<file path="src/rtl/mask_enc_pkg.sv">
// ============================================================================
// Module   : mask_enc_pkg
// Brief    : Shared constants and state type for the 32-to-5 mask encoder.
// Revision : 1.0
// ============================================================================
`default_nettype none

package mask_enc_pkg;

   localparam int ENC_WIDTH = 32;
   localparam int ENC_IDX_W = 5;

   typedef enum logic [0:0] {
      ENC_IDLE = 1'b0,
      ENC_EMIT = 1'b1
   } enc_state_t;

endpackage

`default_nettype wire

</file>
<file path="src/rtl/prio_enc_32to5.sv">
// ============================================================================
// Module   : prio_enc_32to5
// Brief    : Combinational lowest-set-bit encoder with any/one-hot flags.
// Revision : 1.0
// ============================================================================
`default_nettype none

module prio_enc_32to5
   import mask_enc_pkg::*;
(
   input  logic [ENC_WIDTH-1:0] in,
   output logic [ENC_IDX_W-1:0] idx,
   output logic                 any,
   output logic                 one_hot
);

   always_comb begin
      idx = '0;
      // Descending scan so the lowest set bit is the last assignment to win.
      for (int i = ENC_WIDTH - 1; i >= 0; i--) begin
         if (in[i]) begin
            idx = ENC_IDX_W'(i);
         end
      end
   end

   assign any     = |in;
   assign one_hot = any && ((in & (in - 1'b1)) == '0);

endmodule

`default_nettype wire

</file>
<file path="src/rtl/mask_enc_32to5.sv">
// ============================================================================
// Module   : mask_enc_32to5
// Brief    : Sequential mask encoder emitting each set-bit index, lowest first,
//            over a valid/ready handshake. Optional abort via MASK_ENC_ABORT_EN.
// Revision : 1.0
// ============================================================================
`default_nettype none

module mask_enc_32to5
   import mask_enc_pkg::*;
#(
   parameter int WIDTH = ENC_WIDTH,
   parameter int IDX_W = ENC_IDX_W
) (
   input  logic             clk,
   input  logic             rst_n,
   input  logic             load_valid,
   output logic             load_ready,
   input  logic [WIDTH-1:0] load_mask,
   output logic             idx_valid,
   input  logic             idx_ready,
   output logic [IDX_W-1:0] idx,
   output logic             idx_last,
   output logic             busy,
   output logic             done,
`ifdef MASK_ENC_ABORT_EN
   input  logic             abort,
`endif
   output logic [IDX_W:0]   count
);

   enc_state_t       state_q, state_d;
   logic [WIDTH-1:0] remaining_q, remaining_d;
   logic [IDX_W:0]   count_q, count_d;
   logic             done_q, done_d;

   logic [IDX_W-1:0] w_enc_idx;
   logic             w_enc_any;
   logic             w_enc_one_hot;
   logic             w_xfer;
   logic             w_abort;

   prio_enc_32to5 u_prio_enc (
      .in      (remaining_q),
      .idx     (w_enc_idx),
      .any     (w_enc_any),
      .one_hot (w_enc_one_hot)
   );

`ifdef MASK_ENC_ABORT_EN
   assign w_abort = abort;
`else
   assign w_abort = 1'b0;
`endif

   assign w_xfer = (state_q == ENC_EMIT) && idx_ready;

   always_comb begin
      state_d     = state_q;
      remaining_d = remaining_q;
      count_d     = count_q;
      done_d      = 1'b0;
      case (state_q)
         ENC_IDLE: begin
            if (load_valid) begin
               remaining_d = load_mask;
               count_d     = '0;
               if (load_mask != '0) begin
                  state_d = ENC_EMIT;
               end else begin
                  done_d = 1'b1;
               end
            end
         end
         ENC_EMIT: begin
            if (w_xfer) begin
               // Clearing the lowest set bit is the same as clearing bit idx.
               remaining_d = remaining_q & (remaining_q - 1'b1);
               count_d     = count_q + 1'b1;
               if (w_enc_one_hot) begin
                  state_d = ENC_IDLE;
                  done_d  = 1'b1;
               end
            end
            if (w_abort) begin
               state_d     = ENC_IDLE;
               remaining_d = '0;
               done_d      = 1'b0;
            end
         end
         default: begin
            state_d = ENC_IDLE;
         end
      endcase
   end

   always_ff @(posedge clk) begin
      if (!rst_n) begin
         state_q     <= ENC_IDLE;
         remaining_q <= '0;
         count_q     <= '0;
         done_q      <= 1'b0;
      end else begin
         state_q     <= state_d;
         remaining_q <= remaining_d;
         count_q     <= count_d;
         done_q      <= done_d;
      end
   end

   assign busy       = (state_q == ENC_EMIT);
   assign load_ready = (state_q == ENC_IDLE);
   assign idx_valid  = busy && w_enc_any;
   assign idx        = busy ? w_enc_idx : '0;
   assign idx_last   = busy && w_enc_one_hot;
   assign done       = done_q;
   assign count      = count_q;

endmodule

`default_nettype wire
</file>
<file path="config.mk">
export PLATFORM = sky130hd
export DESIGN_NAME = mask_enc_32to5
export DESIGN_NICKNAME = d
export VERILOG_FILES = /design/src/rtl/mask_enc_pkg.sv /design/src/rtl/prio_enc_32to5.sv /design/src/rtl/mask_enc_32to5.sv
export SDC_FILE = /design/constraint.sdc
export NUM_CORES = 1
export LEC_CHECK = 0
export ABC_CLOCK_PERIOD_IN_PS = 3300
export CAP_MARGIN = 20
export CORE_MARGIN = 2
export CORE_UTILIZATION = 50
export CTS_CLUSTER_DIAMETER = 100
export DETAILED_ROUTE_END_ITERATION = 6
export PLACE_DENSITY = 0.75
export SYNTH_ARGS = -nofsm -noshare
export SYNTH_HDL_FRONTEND = slang
export SYNTH_SLANG_ARGS = --single-unit
</file>
<file path="constraint.sdc">
create_clock -name clk -period 3.3 [get_ports clk]
set_input_delay 0.825 -clock clk [delete_from_list [all_inputs] [get_ports clk]]
set_output_delay 0.825 -clock clk [all_outputs]
set_load 0.005 [all_outputs]
</file>
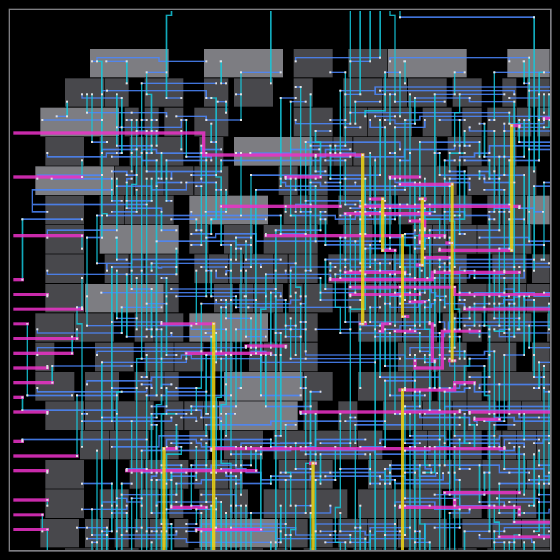
run_1/closeup.png
Window x 0 to 50, y 27 to 77 µm. Cells in grey, sequential cells in the stronger grey; small squares are vias.
blue -> M1
yellow -> M4
magenta -> M3
cyan -> M2
netlist names of flops here include = `count` (6), `remaining_q` (6)
cells with their middle in the window = 221
sequential cells in the window = 14
most frequent = buf_4 (32), nand2_1 (25), clkdlybuf4s50_1 (23)

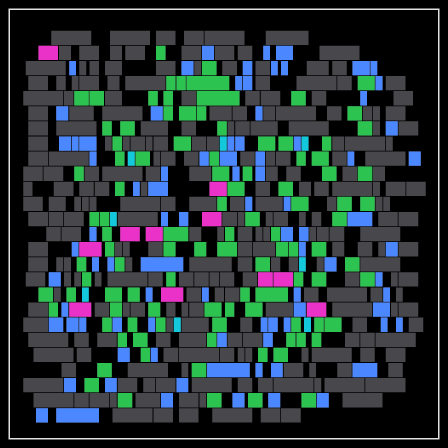
run_1/gates.png
cyan -> inv cells  # cells 8
green -> aoi and oai cells  # cells 101
blue -> nor cells  # cells 86, where spread over the die
magenta -> non-inverting ao/oa cells  # cells 11
logic share of the area: 46.6%
most frequent logic cell in the layout: buf_4
Post-Layout Cell Count: 530

==> flow_summary.toml, run 1 <==
# implementation run metrics
[outcome]
status = "finished, violations left"
violations = "setup timing"

[timing]
finalSetupViolations = 1
tns_ns = -0.146
finalCritPeriodShare_pct = 104
fmax_ghz = 0.290
fin_ws_ns = -0.146
whs_ns = 0.591
skew_ns = 0.00242
rsz0062_at_grt = "true"
drv_slew = 0
finalHoldViolCount = 0
worst_pin_slew_ns = 0.635
slew_headroom_pct = 57.5
min_period_ns = 3.45

[die]
coreArea_um2 = 5140
fp_util_pct = 52.0
dieArea_um2 = 5940
ios = 52
dieWidth_um = 77.1

[synth]
syn_nets = 402
edf_count = 0
synthesis.area_um2 = 2670
synth_top_area_share_pct = 30.0
syn_area_per_cell_um2 = 7.32
ys_types = 53
netlist_instances = 365
synth_chip_area_um2 = 2670
synth_stat.cells = 365
numSynthFlops = 40
ys_seq_share_pct = 30.0
yosysWarnings = 0
synthFlopType = "dfxtp_1"
yosys.area.top_type = "dfxtp_1"

[clocking]
cts_hold_buf = 0
numClockSinks = 40
clk_latency_ns = 0.29
cts_buffers = 5
cts-root-buf = "clkbuf_8"
cts_tree = "done"

[run]
tool_warnings = 28
drv_cap = 0

[final_layout]
nets = 497
diodes = 0
nFillCells = 443
finalInstanceArea_um2 = 3800
comb_area_um2 = 1770
area_growth_pct = 42.3

[place]
postPlaceCellArea_um2 = 3630
place_congestion = 0.938
place_hpwl_um = 6440
dp_slack_ns = -0.300
place_inst = 521
io_buffers = 51

[worst_setup_path]
critPathLaunchType = "flip-flop"
reg2reg_depth = 7
slowest_stage = "or4_4"
arrival_ns = 2.62
worstPathCellList = "or4_4 > or3_4 > o31ai_4 > o2111ai_1 > a211o_1 > nor3_2 > buf_2"
r2r-start = "remaining_q[24]"
r2r_end = "done"
cpLargestDelayFamily = "simple AND/OR/NAND/NOR gates"
slowest_delay_ns = 0.56

[global_routing]
grt_max_degree = 32
grt_usage_pct = 30.7
grt_pass1_vias = 3127
grt_pass1_wl_um = 14900

[power]
p_leak_nw = 1.55
swShare_pct = 33.5
pwr-share-clk_pct = 24.1
ir_drop_mv = 0.232
p_total_mw = 1.48
seq_power_share_pct = 36.4
powerDensity_nw_per_um2 = 390
power_switching_mw = 0.497
internal_power_mw = 0.987

[detailed_routing]
vias = 3265
wl_per_cell_um = 17.0
drtIter0Drc = 353
dr.pass1.iters = 5
totalWireLength_um = 8990
drc = 0

[hold_path]
holdCritStartpoint = "count[3]"
hold_path_depth = 2
hp-class = "reg -> reg"
hold_end = "count[3]"
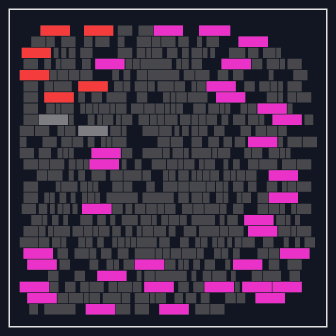
run_1/ff_map.png
Other sequential cells in the stronger grey, the rest of the logic in the fainter grey.
magenta -> `remaining_q`  # placed flops 32, where spread over the die
red -> `count`  # placed flops 6, where north-west
not coloured = 2
Seq/total area: 21.1%
Seq power: 0.540 mW
Final Util: 74.0%
register area: 802 µm²

==> run 1: worst reg2reg max path: stages (launching register included) <==
cell       delay (ns)
dfxtp_1          0.31
or4_4            0.56
or3_4            0.37
o31ai_4          0.28
o2111ai_1        0.14
a211o_1          0.33
or4_1            0.51
a21boi_1         0.16
==> run 1: kinds of logic (layout without fill, tap and decap cells) <==
kind of cell             Yosys count  count (layout)  share of synthesized area (%)
AND/OR/NAND/NOR                  172             172                           34.0
AND-OR/OR-AND                    112             112                           28.9
flip-flops                        40              40                           30.0
buffers and inverters             38             133                           5.90
adder cells (fa/ha/maj)            1               1                          0.468
XOR/XNOR                           1               1                          0.328
multiplexers                       1               1                          0.375
==> run 1: cells in the mapped netlist, types with 10 or more instances <==
cell type	count
dfxtp_1	40
clkbuf_1	28
a22oi_1	10
a21oi_1	22
nor3_1	13
nor4_1	12
a21boi_0	11
nor2_1	39
nor2b_1	13
nand2_1	50
o21ai_0	25
nand3_1	12
==> run 1: flip-flops by register name, summed over array words and instances, names as in the netlist <==
| signal | cells |
|---|---|
| busy | 1 |
| count | 6 |
| done | 1 |
| remaining_q | 32 |
==> run 1: how the worst max path moves through the flow <==
stage                     from        to  slack [ns]  depth (start not counted)
4_1_cts        remaining_q[24]  idx_last       -0.07                          7
3_5_place_dp   remaining_q[24]  idx_last       -0.30                          7
2_1_floorplan  remaining_q[25]  idx_last        0.16                          8
5_1_grt        remaining_q[24]  idx_last       -0.23                          7
3_3_place_gp   remaining_q[24]  idx_last       -0.29                          7
6_report       remaining_q[24]  idx_last       -0.15                          7
==> run 1: what timing repair did <==
| item | 4_1_cts | 5_1_grt |
|---|---|---|
| pin swaps | 5 | 4 |
| endpoints found under the setup margin | 4 | 3 |
| gates resized | 14 | 6 |
| buffers inserted | 2 | 0 |
==> run 1: cell type report <==
class                      instances  area share [%]
timing repair buffer             118            26.7
tap                               70            2.30
multi-input combinational        287            46.6
clock buffer                       7            2.53
sequential                        40            21.1
inverter                           8           0.790
==> run 1: power by group through the flow <==
stage | Clock [mW] | Sequential [mW] | Combinational (mW)
after CTS | 0.362 | 0.538 | 0.571
after floorplan | 0 | 0.548 | 0.291
after detailed placement | 0 | 0.547 | 0.550
final | 0.357 | 0.540 | 0.587
after global placement | 0 | 0.546 | 0.545
after global routing | 0.387 | 0.543 | 0.634
==> run 1: routing by layer <==
layer  vias up  GRT usage (%)  wire length, µm  part of all wire [%]
met5         -              0                0                     0
met4         0           8.93              171                   1.9
met3        21           4.35              636                   7.1
met2       163           52.1             4170                    46
met1      1541           40.7             4010                    45
li1       1540              -                -                     -
==> run 1 -> run 2 <==
--- a/config.mk
+++ b/config.mk
@@ -5,7 +5,6 @@
 export SDC_FILE = /design/constraint.sdc
 export NUM_CORES = 1
 export LEC_CHECK = 0
-export ABC_CLOCK_PERIOD_IN_PS = 3300
 export CAP_MARGIN = 20
 export CORE_MARGIN = 2
 export CORE_UTILIZATION = 50
==> flow_summary.toml, run 2 <==
# implementation run metrics
[synth]
synth_stat.cells = 365
synth_top_area_share_pct = 30.0
yosys.area.top_type = "dfxtp_1"
yosysWarnings = 0
ys_types = 53
netlist_instances = 365
synthFlopType = "dfxtp_1"
edf_count = 0
ys_seq_share_pct = 30.0
synth_chip_area_um2 = 2670
common_cells = "nand2_1 (50), dfxtp_1 (40), nor2_1 (39)"
most_common_cell = "nand2_1"

[global_routing]
grt_pass1_vias = 3127
grt_usage_pct = 30.7
grt_most_used_layer = "met2"
use_met3_pct = 4.35
grt_pass1_wl_um = 14900
met1_usage_pct = 40.7
grt_use_met2_pct = 52.1

[place]
place_hpwl_um = 6440
io_buffers = 51
place_congestion = 0.938
dp_slack_ns = -0.300

[final_layout]
nets = 497
comb_area_um2 = 1770
flop_area_um2 = 802
mostFrequentLayoutCell = "buf_4"
largest_reg_flops = 32
diodes = 0

[clocking]
cts-root-buf = "clkbuf_8"
clk_latency_ns = 0.29
path_clk_slew_ns = 0.08
numClockSinks = 40
cts_tree = "done"

[outcome]
violations = "setup timing"
status = "finished, violations left"

[die]
dieArea_um2 = 5940
dieWidth_um = 77.1
ios = 52
coreArea_um2 = 5140

[timing]
slew_headroom_pct = 57.5
min_period_ns = 3.45
finalHoldViolCount = 0
drv_slew = 0
finalSetupViolations = 1
fmax_ghz = 0.290
finalCritPeriodShare_pct = 104
fin_ws_ns = -0.146
worst_pin_slew_ns = 0.635
skew_ns = 0.00242
whs_ns = 0.591

[detailed_routing]
dr.pass1.iters = 5
routed_via_density = 6.16
totalWireLength_um = 8990
wl_per_cell_um = 17.0
drtIter0Drc = 353

[worst_setup_path]
arrival_ns = 2.62
critPathLaunchType = "flip-flop"
slowest_stage = "or4_4"
critical_path_class = "reg -> out"
worstPathCellList = "or4_4 > or3_4 > o31ai_4 > o2111ai_1 > a211o_1 > nor3_2 > buf_2"
slowest_delay_ns = 0.56

[power]
ir_drop_mv = 0.232
p_leak_nw = 1.55

[run]
tool_warnings = 28
drv_cap = 0

[hold_path]
hp-class = "reg -> reg"
-- run 2: cell counts in the layout (fill, tap and decap cells not counted) --
Identical to the previous run, type by type.
-- run 2: per-stage QoR --
stage	instance area (µm²)	setup TNS, ns	std cells	utilization [%]	power, mW
2_1_floorplan	2670	0	365	-	0.840
3_3_place_gp	3630	-0.292	521	70.7	1.09
3_5_place_dp	3630	-0.300	521	70.7	1.10
4_1_cts	3780	-0.0702	530	73.5	1.47
5_1_grt	3800	-0.227	530	74.0	1.56
6_report	3800	-0.146	530	74.0	1.48
-- run 2: layer usage --
metal	part of all wire, %	routed length [µm]	vias to the layer above
met4	1.9	171	0
met5	0	0	-
li1	-	-	1540
met1	45	4010	1541
met2	46	4170	163
met3	7.1	636	21
-- run 2: cell families (layout without fill, tap and decap cells) --
group / after synthesis / after routing / share of synthesized area, %
buffers and inverters: 38 / 133 / 5.90
flip-flops: 40 / 40 / 30.0
AND/OR/NAND/NOR: 172 / 172 / 34.0
adder cells (fa/ha/maj): 1 / 1 / 0.468
multiplexers: 1 / 1 / 0.375
AND-OR/OR-AND: 112 / 112 / 28.9
XOR/XNOR: 1 / 1 / 0.328
-- run 2: worst paths after layout --
check	startpoint	to	slack [ns]	depth (start not counted)
worst min register to register	count[3]	count[3]	0.59	2
worst max register to register	remaining_q[24]	done	0.56	7
worst max-delay path	remaining_q[24]	idx_last	-0.15	7
worst min-delay path	count[3]	count[3]	0.59	2
-- run 2: layout make-up --
class	count	area share (%)
timing repair buffer	118	26.7
clock buffer	7	2.53
inverter	8	0.790
sequential	40	21.1
tap	70	2.30
multi-input combinational	287	46.6
-- run 2: worst max-delay path: cells and delay by family (launching register included) --
| kind | cells | cell delay [ns] |
|---|---|---|
| compound gates | 3 | 0.75 |
| buf+inv | 1 | 0.15 |
| flops | 1 | 0.31 |
| simple gates | 3 | 1.11 |
-- run 2: repair_timing --
| item | in CTS | in global routing |
|---|---|---|
| pin swaps | 5 | 4 |
| endpoints found under the setup margin | 4 | 3 |
| setup buffers | 2 | 0 |
| hold buffers | 0 | 0 |
| resized | 14 | 6 |
-- run 2: power by group --
| part | switching [mW] | leakage [nW] | total (mW) | internal (mW) |
|---|---|---|---|---|
| combinational | 0.299 | 1.17 | 0.587 | 0.288 |
| clock | 0.171 | 0.0503 | 0.357 | 0.186 |
| sequential | 0.0272 | 0.328 | 0.540 | 0.512 |
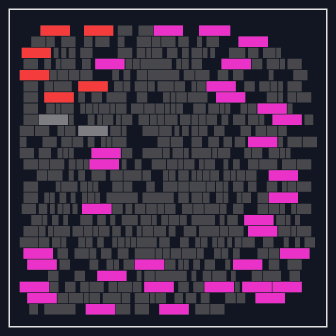
run_2/ff_map.png
Other sequential cells in the stronger grey, the rest of the logic in the fainter grey.
magenta -> `remaining_q`  # placed flops 32, where spread over the die
red -> `count`  # placed flops 6, where north-west

Power is estimated from default activity; no workload was simulated.
